==> config.mk <==
export PLATFORM = sky130hd
export DESIGN_NAME = win_detector
export DESIGN_NICKNAME = d
export VERILOG_FILES = /design/src/rtl/win_detector.sv
export SDC_FILE = /design/constraint.sdc
export NUM_CORES = 1
export LEC_CHECK = 0
export CORE_UTILIZATION = 55
export CTS_CLUSTER_SIZE = 28
export DETAILED_ROUTE_END_ITERATION = 6
export GPL_TIMING_DRIVEN = 0
export PLACE_DENSITY = 0.82
export SYNTH_ARGS = -nofsm -noshare
export SYNTH_HDL_FRONTEND = slang
export SYNTH_SLANG_ARGS = --single-unit
==> constraint.sdc <==
create_clock -name clk -period 3.99 [get_ports clk]
set_input_delay 0.399 -clock clk [delete_from_list [all_inputs] [get_ports clk]]
set_output_delay 0.399 -clock clk [all_outputs]
set_load 0.01 [all_outputs]
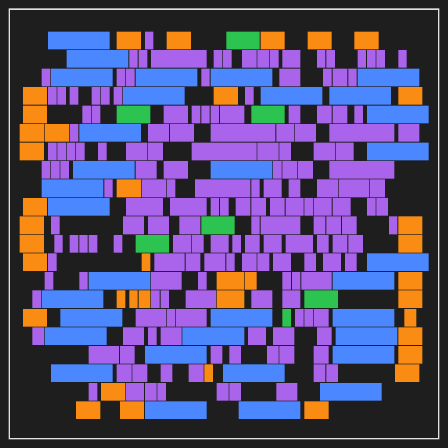
**Above:** cell classes on the final placement.
color	class	cells
purple	combinational and other logic	176
blue	sequential cells	33
green	clock drivers and dummy loads	7
orange	remaining buffers and delay cells	38
fraction of area in registers: 33.27%
Core ar.: 0.003442 mm^2
row count: 21

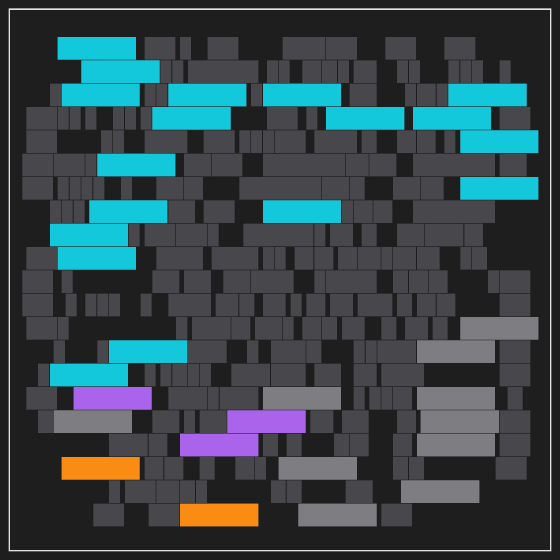
**Above:** sequential cells grouped by signal name.
Other sequential cells in the stronger gray, the rest of the logic in the fainter gray.
color	netlist name	sequential cells
cyan	snap_q	18
purple	idx_q	3
orange	dbg_state	2
not colored	10
Seq group: 621 uW
Finished Core Util: 72.12%
Reg area: 825.8 um^2

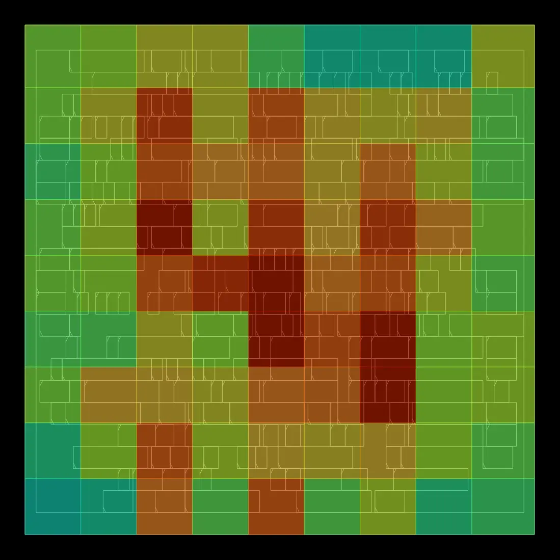
**Above:** track usage over the die.
Total GRT Usage: 25.89%
met1 usage: 34.91%
met2 Resource Use GR: 39.52%

==> flow_summary_export.csv <==
group,metric,value,unit
placement,place_inst,293,
finish,layout_top_cells,"nand2_1 (56), dfrtp_1 (33), clkdlybuf4s50_1 (29)",
worst_setup_path,regToRegSetupSlack,1.09,ns
global_route,grt_pass1_wl,7783,um
yosys,syn_inst,217,
yosys,syn-num-nets,244,
global_route,grt_max_degree,34,
timing,fin_tns_setup,0,ns
placement,place_congestion,0.9681,
yosys,synth-edff-count,0,
pwr,powerDensity,792.3,mW/mm^2
worst_setup_path,startpoint_type,"flip-flop",
worst_setup_path,crit_type,"flip-flop to flip-flop",
worst_setup_path,cp_data_required_time,4.16,ns
floorplanning,io_pins,31,
timing,fin_crit,2.901,ns
yosys,ys_ff,33,
clock_network,clockBufferDepth,2,
yosys,ys_sh_aoi,16.35,%
yosys,ys_seq_share,40.42,%
placement,io_buffers,30,
yosys,ys_types,51,
clock_network,cts_setup_buffers,0,
timing,finalClockSkew,0.005054,ns
floorplanning,die_w,62.95,um
yosys,yosysTopAreaCell,"dfrtp_1",
yosys,syn_area_per_cell,9.416,um^2
floorplanning,die_h,62.95,um
route,drtIter0Drc,85,
route,wl,4469,um
job,tool_warnings,30,
yosys,yosys_cells,217,
status,status,"complete, no violations",
finish,nFillCells,269,
timing,finalCritPeriodShare,72.71,%
yosys,synth-simple-area-share,22.78,%
timing,relSlewSlack,52.03,%
yosys,synth.mux.area_fraction,9.798,%
yosys,synthArstFlopShare,100.0,%
pwr,p_total,1.967,mW
worst_setup_path,crit_buf_inv,2,
timing,finalHoldViolations,0,
placement,hpwlAfterDp,3343,um
clock_network,cts.clk_slew.worst_paths,0.07,ns
timing,slew_viol_final,0,
global_route,overflow,0,
finish,drive_above_1_share,9.055,%
finish,stdcell_count,300,
finish,nets,281,
clock_network,cts_sinks,33,
finish,area_growth,21.49,%
hold_path,hold_path_class,"input pin to async pin",
route,drc,0,
pwr,vdd_ir_drop_max,399.0,uV
worst_setup_path,ff2ff_path_depth,10,
yosys,ys_sh_adder,3.674,%
clock_network,htreeDepth,2,
worst_setup_path,path_cells,"inv_1 -> ha_1 -> buf_2 -> nor2_1 -> a22o_1 -> mux4_1 -> nor3b_2 -> a31oi_1 -> or3b_1 -> and4bb_1",
yosys,top_cell_area_share,40.42,%
finish,fin_area,0.002482,mm^2
floorplanning,fp-utilization,59.36,%
yosys,syn_area,0.002043,mm^2
timing,fmax,344.7,MHz
yosys,xor_area_share,3.001,%
global_route,top_usage_layer,"met2",
clock_network,cts_root_buffer,"clkbuf_8",
global_route,antenna_found_initial,0,
worst_setup_path,slowest_delay,0.44,ns
job,maxCapViolCount,0,
finish,diodes,0,
clock_network,numCtsBuffers,5,
yosys,synth_chip_area,0.002043,mm^2
worst_setup_path,cpLargestDelayFamily,"simple AND/OR/NAND/NOR gates",
timing,worstMarginPinSlew,0.7196,ns
pwr,p_leak,1.123,nW
yosys,top_logic_kind,"simple AND/OR/NAND/NOR gates",
route,avgRoutedWirePerCell,14.90,um
global_route,met3_usage,6.022,%
worst_setup_path,end_kind,"flip-flop",
worst_setup_path,critical_path_depth,10,
route,via_per_inst,5.773,
finish,largest_reg_flops,18,
floorplanning,dieArea,0.003963,mm^2
[metal layers]
metal / routed length, um / vias to the layer above
li1: - / 841
met1: 2024 / 828
met3: 253 / 11
met2: 2114 / 52
met5: 0 / -
met4: 76 / 0
[metrics by stage]
step	setup slack [ns]	utilization [%]	hold WS, ns
after global routing	0.9306	72.12	0.2229
after detailed placement	1.163	69.61	0.4972
after CTS	1.136	72.12	0.1930
after global placement	1.193	69.76	0.4915
after floorplan	1.552	-	0.1034
final	1.089	72.12	0.1696
[synthesized netlist by cell type (2+ instances only)]
| library cell | n |
|---|---|
| a211oi_1 | 2 |
| a21boi_0 | 2 |
| a21oi_1 | 4 |
| a22o_1 | 3 |
| a31oi_1 | 3 |
| and2_1 | 3 |
| buf_2 | 2 |
| buf_6 | 2 |
| clkbuf_1 | 3 |
| dfrtp_1 | 33 |
| ha_1 | 6 |
| inv_1 | 8 |
| mux2i_1 | 5 |
| mux4_1 | 4 |
| nand2_1 | 56 |
| nand2b_1 | 9 |
| nand3_1 | 2 |
| nand3b_1 | 3 |
| nor2_1 | 8 |
| nor2b_1 | 4 |
| nor4_1 | 2 |
| o211ai_1 | 2 |
| o21ai_0 | 13 |
| o31ai_1 | 4 |
| or2_2 | 2 |
| or3b_1 | 2 |
| xnor2_1 | 6 |
[where the power goes]
group          internal, mW  leakage, nW  switching (mW)
registers             0.462        0.420           0.159
clock network         0.137       0.0443           0.113
logic                 0.517        0.658           0.579
[area by class of cell]
cell class | instances | area (um^2) | area share, %
flip-flops and latches | 33 | 825.8 | 33.27
plain buffers | 8 | 47.55 | 1.915
clock buffers | 7 | 86.33 | 3.478
well taps | 46 | 57.56 | 2.319
inverters | 9 | 33.78 | 1.361
repair buffers | 30 | 295.3 | 11.90
multi-input cells | 167 | 1136 | 45.77
Power is estimated from default activity; no workload was simulated.
